===== config.mk =====
export PLATFORM = sky130hd
export DESIGN_NAME = pif_led_ctrl
export DESIGN_NICKNAME = d
export VERILOG_FILES = /design/src/rtl/pif_led_ctrl_pkg.sv /design/src/rtl/pif_tick_gen.sv /design/src/rtl/pif_led_ctrl.sv
export SDC_FILE = /design/constraint.sdc
export NUM_CORES = 1
export LEC_CHECK = 0
export ABC_AREA = 1
export ABC_CLOCK_PERIOD_IN_PS = 2500
export CORE_UTILIZATION = 46
export CTS_BUF_LIST = sky130_fd_sc_hd__clkbuf_8
export CTS_CLUSTER_DIAMETER = 100
export DETAILED_ROUTE_END_ITERATION = 12
export PLACE_DENSITY = 0.7
export SKIP_CTS_REPAIR_TIMING = 1
export SYNTH_ARGS = -nofsm -noshare
export SYNTH_HDL_FRONTEND = slang
export SYNTH_HIERARCHICAL = 1
export SYNTH_SLANG_ARGS = --single-unit

===== constraint.sdc =====
create_clock -name Clk -period 2.5 [get_ports Clk]
set_input_delay 0.25 -clock Clk [delete_from_list [all_inputs] [get_ports Clk]]
set_output_delay 0.25 -clock Clk [all_outputs]
set_load 0.1 [all_outputs]

===== src/rtl/pif_led_ctrl_pkg.sv =====
// rtl/pif_led_ctrl_pkg.sv - shared register map, LED mode encodings and width helper
package pif_led_ctrl_pkg;

    localparam logic [1:0] ADDR_CTRL   = 2'd0;
    localparam logic [1:0] ADDR_BRIGHT = 2'd1;
    localparam logic [1:0] ADDR_RATE   = 2'd2;
    localparam logic [1:0] ADDR_STATUS = 2'd3;

    typedef enum logic [1:0] {
        MODE_OFF     = 2'd0,
        MODE_SOLID   = 2'd1,
        MODE_BLINK   = 2'd2,
        MODE_BREATHE = 2'd3
    } led_mode_e;

    // Bits needed to hold value (at least one).
    function automatic int bit_width(input longint unsigned value);
        int width;
        width = 1;
        for (int i = 1; i < 64; i++) begin
            if ((value >> i) != 0) width = i + 1;
        end
        return width;
    endfunction

endpackage


===== src/rtl/pif_tick_gen.sv =====
// rtl/pif_tick_gen.sv - down-counting divider producing a one-cycle Tick every TICK_DIV clocks
module pif_tick_gen
    import pif_led_ctrl_pkg::*;
#(
    parameter int unsigned TICK_DIV = 177333
) (
    input  logic Clk,
    input  logic Rst,
    output logic Tick
);

    localparam int CNT_W = bit_width(64'(TICK_DIV - 1));
    localparam logic [CNT_W-1:0] RELOAD = CNT_W'(TICK_DIV - 1);

    logic [CNT_W-1:0] cnt_q, cnt_d;

    always_comb begin
        cnt_d = (cnt_q == '0) ? RELOAD : cnt_q - CNT_W'(1);
    end

    always_ff @(posedge Clk or posedge Rst) begin
        if (Rst) cnt_q <= '0;
        else     cnt_q <= cnt_d;
    end

    assign Tick = (cnt_q == '0);

endmodule


===== src/rtl/pif_led_ctrl.sv =====
// rtl/pif_led_ctrl.sv - two-LED controller with solid/blink/breathe PWM modes and a small register file
module pif_led_ctrl
    import pif_led_ctrl_pkg::*;
#(
    parameter int unsigned TICK_DIV = 177333,
    parameter int unsigned PWM_BITS = 5
) (
    input  logic       Clk,
    input  logic       Rst,
    input  logic       WrEn,
    input  logic       RdEn,
    input  logic [1:0] Addr,
    input  logic [7:0] WrData,
    output logic [7:0] RdData,
    output logic       Ack,
    output logic       red,
    output logic       green
);

    logic                tick;
    logic [3:0]          ctrl_q, ctrl_d;
    logic [PWM_BITS-1:0] bright_q, bright_d;
    logic [7:0]          rate_q, rate_d;
    logic [PWM_BITS-1:0] pwm_cnt_q, pwm_cnt_d;
    logic [7:0]          blink_cnt_q, blink_cnt_d;
    logic                blink_q, blink_d;
    logic [PWM_BITS:0]   phase_q, phase_d;
    logic                toggle_q, toggle_d;
    logic                ack_q, ack_d;
    logic [7:0]          rd_q, rd_d;
    logic                red_q, red_d;
    logic                green_q, green_d;
    logic [PWM_BITS-1:0] breathe_duty;
    logic [7:0]          rd_val;
    logic                on_bright, on_breathe;

    pif_tick_gen #(.TICK_DIV(TICK_DIV)) u_tick_gen (
        .Clk  (Clk),
        .Rst  (Rst),
        .Tick (tick)
    );

    function automatic logic led_on(input led_mode_e mode, input logic blink,
                                    input logic bright_on, input logic breathe_on);
        case (mode)
            MODE_SOLID:   return bright_on;
            MODE_BLINK:   return blink & bright_on;
            MODE_BREATHE: return breathe_on;
            default:      return 1'b0;
        endcase
    endfunction

    // Triangle wave: rising half uses the phase directly, falling half its inverse.
    assign breathe_duty = phase_q[PWM_BITS] ? ~phase_q[PWM_BITS-1:0] : phase_q[PWM_BITS-1:0];
    assign on_bright    = (pwm_cnt_q < bright_q);
    assign on_breathe   = (pwm_cnt_q < breathe_duty);

    always_comb begin
        rd_val = '0;
        case (Addr)
            ADDR_CTRL:   rd_val = {4'b0, ctrl_q};
            ADDR_BRIGHT: rd_val = 8'(bright_q);
            ADDR_RATE:   rd_val = rate_q;
            default:     rd_val = {5'b0, ~green_q, ~red_q, toggle_q};
        endcase
    end

    always_comb begin
        ctrl_d      = ctrl_q;
        bright_d    = bright_q;
        rate_d      = rate_q;
        pwm_cnt_d   = pwm_cnt_q + PWM_BITS'(1);
        blink_cnt_d = blink_cnt_q;
        blink_d     = blink_q;
        phase_d     = tick ? phase_q + (PWM_BITS+1)'(1) : phase_q;
        toggle_d    = toggle_q ^ tick;
        ack_d       = WrEn | RdEn;
        rd_d        = RdEn ? rd_val : 8'h00;
        red_d       = ~led_on(led_mode_e'(ctrl_q[1:0]), blink_q, on_bright, on_breathe);
        green_d     = ~led_on(led_mode_e'(ctrl_q[3:2]), blink_q, on_bright, on_breathe);

        if (WrEn) begin
            case (Addr)
                ADDR_CTRL:   ctrl_d   = WrData[3:0];
                ADDR_BRIGHT: bright_d = WrData[PWM_BITS-1:0];
                ADDR_RATE:   rate_d   = WrData;
                default:     ;
            endcase
        end

        // A RATE write restarts the blink pattern in its on half, overriding a same-cycle Tick.
        if (WrEn && Addr == ADDR_RATE) begin
            blink_cnt_d = 8'd0;
            blink_d     = 1'b1;
        end else if (tick) begin
            if (blink_cnt_q == rate_q) begin
                blink_cnt_d = 8'd0;
                blink_d     = ~blink_q;
            end else begin
                blink_cnt_d = blink_cnt_q + 8'd1;
            end
        end
    end

    always_ff @(posedge Clk or posedge Rst) begin
        if (Rst) begin
            ctrl_q      <= '0;
            bright_q    <= '0;
            rate_q      <= '0;
            pwm_cnt_q   <= '0;
            blink_cnt_q <= '0;
            blink_q     <= 1'b0;
            phase_q     <= '0;
            toggle_q    <= 1'b0;
            ack_q       <= 1'b0;
            rd_q        <= '0;
            red_q       <= 1'b1;
            green_q     <= 1'b1;
        end else begin
            ctrl_q      <= ctrl_d;
            bright_q    <= bright_d;
            rate_q      <= rate_d;
            pwm_cnt_q   <= pwm_cnt_d;
            blink_cnt_q <= blink_cnt_d;
            blink_q     <= blink_d;
            phase_q     <= phase_d;
            toggle_q    <= toggle_d;
            ack_q       <= ack_d;
            rd_q        <= rd_d;
            red_q       <= red_d;
            green_q     <= green_d;
        end
    end

    assign Ack    = ack_q;
    assign RdData = rd_q;
    assign red    = red_q;
    assign green  = green_q;

endmodule


**Cells coloured by class**

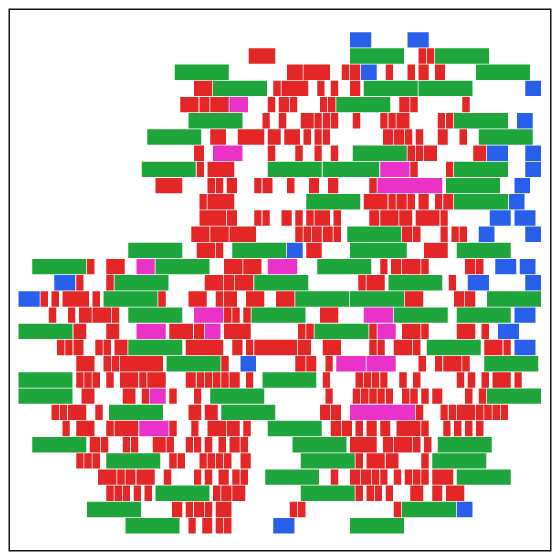
- flops: green (cells 67; share of their area 42%)
- clock drivers and dummy loads: magenta (cells 16; share of their area 5.6%)
- combinational and other logic: red (cells 355; share of their area 47%)
- other buffers and delay cells: blue (cells 27; share of their area 5.9%)
core outline area: 0.00741 mm2
post-layout util: 0.559
register share of the cell area: 0.406

**Clock routing**

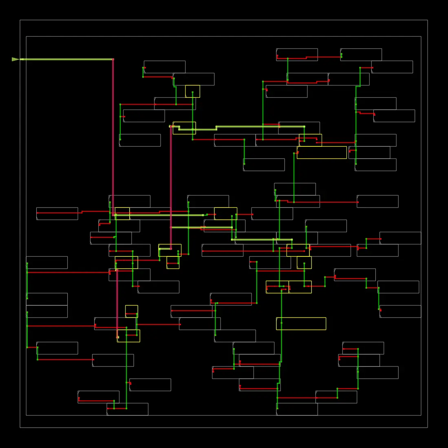
CTS buffer count: 9
clk_skew: 0.0115 ns
clock buffers: 9

==> GITHUB_STEP_SUMMARY <==
## Implementation flow summary

| Metric | Value |
|---|---|
| Non-Filler Instances | 564 |
| CP required | 2.73 ns |
| Drt first-iter violations | about 94 |
| Synth Seq Share | 0.464 |
| Sw frac | 0.296 |
| Post-Route WL | 6.90 mm |
| Vias/cell | 4.88 |
| Post-synth EDFFs | 0 |
| Crit. End Element | register |
| Largest net degree at the start of global routing | 25 |
| Initial antenna violation count | 0 |
| Via count | 2753 |
| Power share of the combinational group | 0.144 |
| Mapped cell area | 0.00362 mm2 |
| Min Tclk post-route | between 2 and 2.5 ns |
| Pleak | 2.07 nW |
| Most frequent cells in the layout | nand2_1, dfrtp_1, inv_1 |
| Share of layout cells above drive strength 1 | 0.146 |
| Worst path top cell family by delay | simple AND/OR/NAND/NOR gates |
| Post-synth cell types | 36 |
| Seq pwr share | 0.461 |
| Pwr dens | 627 mW/mm2 |
| Placed instance count | 548 |
| CP max stage cell | dfrtp_1 |
| Placed Area | 0.00391 mm2 |
| Dpl hpwl | roughly 5.2 mm |
| Ant diodes | 0 |
| Peak VDD IR | ~0.00033 V |
| Pre-Place Util | 0.488 |
| Max Root-Sink Buffers | 2 |
| Post-route design area | 0.00414 mm2 |
| Top cell type's share of synthesized area | 0.450 |
| Die height | 90.7 um |
| I/O Pins | 25 |
| Die area | approximately 0.0082 mm2 |
| RD Place Congestion | 0.820 |
| Layout filler cell count | slightly below 700 |
| Dominant flop cell | dfrtp_1 |
| P_sw | 0.769 mW |
| Top cells by area | dfrtp_1, nand2_1, inv_1, nor2_1, ha_1 |
| Final TNS setup | 0 ns |
| Rows | 31 |
| Clk slew on worst S/H paths | 0.08 ns |
| Yosys cell count | 428 |
| Worst min-delay path category | input port to async pin |
| Gate Area | 0.00163 mm2 |
| MaxCap Viol Count | 0 |
| Crit share post-route | 0.811 |
| Total power | 2.60 mW |
| Synth warn | 6 |
| Critical-path cell list | inv_1, ha_1, nand2_2, nor2_8, nand2_4, nor2_2, nand2_1, nor2_1, inv_1, nor2_1, nand3_1, xor2_1 |
| Endpoints failing setup | 0 |
| Status | complete, no violations |
| Synthesis-to-finish area growth | 14.4% |
| Layout net count | a little under 500 |
| Syn_nets | 454 |
| Synth flops | 67 |
| Ys async rst share | 1.00 |
| Buf+Inv Stages, Crit Path | 2 |
| RSZ-0062 raised after global routing | no |
| Critical path class | register to register |
| H-tree Lvls | 3 |
| Slew @ Worst Pin | between 0.7 and 0.8 ns |
| Worst-path fanout max | 6 |
| CTS tree | built |
| Yosys stat chip area | approximately 0.0036 mm2 |
| Chip width | 90.7 um |
| Register area | 0.00168 mm2 |
| Post-synth top area cell | dfrtp_1 |
| Sink Count | 67 |
| Max incr delay on CP | around 0.36 ns |
| Pint | 1.83 mW |
| Slew margin rel. | 0.523 |
| Gate Count Post-Synth | approximately 430 |
| Max-slew violation count | 0 |
| DRC viols | 0 |
| Syn avg cell area | 8.45 um2 |
| Endpoints failing hold | 0 |
| Tool warning count | 26 |
| Achievable frequency | slightly below 0.5 GHz |
| Overflow after GRT | 0 |
| DR pass1 iterations | 4 |
| Port bufs | 24 |
| Worst Setup Start Kind | register |
| Root buf cell | clkbuf_8 |
| Vias in the first global route | 2727 |
| First-pass GRT wire length | 12.2 mm |
| Post-DRT Antenna Nets | 0 |
| Critical Path AT | roughly 2.3 ns |
| Drt wl/cell | 12.2 um |
| Overall Global Routing Usage | 0.187 |
| Commonest Layout Cell | nand2_1 |
**Routed clock nets over the placement**

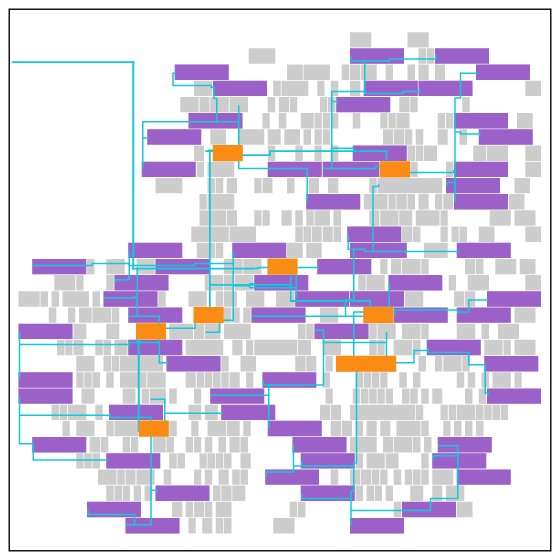
- flip-flops: purple (count 67)
- clock wires: cyan (length 916 um)
- clock drivers: orange (count 9)
- flops lie: spread over the die
Clock group: 1.03 mW
worst skew pair latency: 0.34 ns
Clk pwr share: 0.395

==> kinds of logic (layout without fill, tap and decap cells) <==
group                      count (synthesis)  in the layout  synth area share
AOI/OAI and AO/OA                         40             40            0.0709
adders and majority gates                 12             12            0.0415
and+or+nand+nor                          215            215             0.276
xor gates and xnor gates                  26             26            0.0629
DFF                                       67             67             0.464
buffers and inverters                     68            105            0.0847
==> power groups by stage <==
stage,clock network (mW),logic [mW],registers [mW]
final,1.03,0.374,1.20
after floorplan,0,0.169,1.32
after detailed placement,0,0.377,1.22
after global placement,0,0.371,1.22
after CTS,1.04,0.379,1.20
after global routing,1.09,0.413,1.20
==> metrics by stage <==
| step | hold slack (ns) | setup slack (ns) | util |
|---|---|---|---|
| CTS | 0.282 | 0.463 | 0.559 |
| detailed placement | 0.485 | 0.472 | 0.528 |
| global placement | 0.484 | 0.534 | 0.528 |
| floorplan | 0.189 | 0.481 | - |
| finish | 0.272 | 0.474 | 0.559 |
| global route | 0.346 | 0.286 | 0.559 |
==> sequential cells by signal, summed over array words and instances (netlist names) <==
register and flops:
green 1, u_tick_gen/cnt_q 18, RdData 8, phase_q 6, pwm_cnt_q 5, Ack 1
red 1, toggle_q 1, rate_q 8, blink_cnt_q 8, ctrl_q 4, bright_q 5
blink_q 1
==> path summary, 6_finish.rpt <==
path,startpoint,slack [ns],depth (start not counted),end
max,u_tick_gen/cnt_q[0],0.47,12,phase_q[5]
min,Rst,0.27,2,blink_cnt_q[2]
max reg2reg,u_tick_gen/cnt_q[0],0.47,12,phase_q[5]
min reg2reg,toggle_q,0.49,1,toggle_q
max in group asynchronous,Rst,1.64,3,RdData[6]
min in group Clk,toggle_q,0.49,1,toggle_q
==> routing by layer <==
layer  track usage  wire, um  up-vias  share of wire
met5             0         0        -              0
met4        0.0712       151        0          0.022
met3        0.0471       232       12          0.034
met2         0.318      3300       45           0.48
met1         0.225      3220     1289           0.47
li1              -         -     1407              -
==> cell type report <==
cell class,count,area share
timing repair buffer,27,0.0568
multi-input combinational,293,0.394
tap,99,0.0299
sequential,67,0.406
clock buffer,9,0.0299
clock inverter,7,0.0245
inverter,62,0.0586
==> cells in the mapped netlist (3+ instances only) <==
library cell  instances
nor2_4                3
nand4_1               7
xor2_1               11
nand3_1              29
o21ai_0              15
nand2_2               4
dfrtp_1              65
nor2_1               41
xnor2_1              15
o21ai_2               8
nor2_2                6
inv_1                59
a21oi_1               7
buf_6                 3
ha_1                 12
nor3_1                4
nand2_1             111
nand2_4               3
a21oi_2               3
Power is estimated from default activity; no workload was simulated.
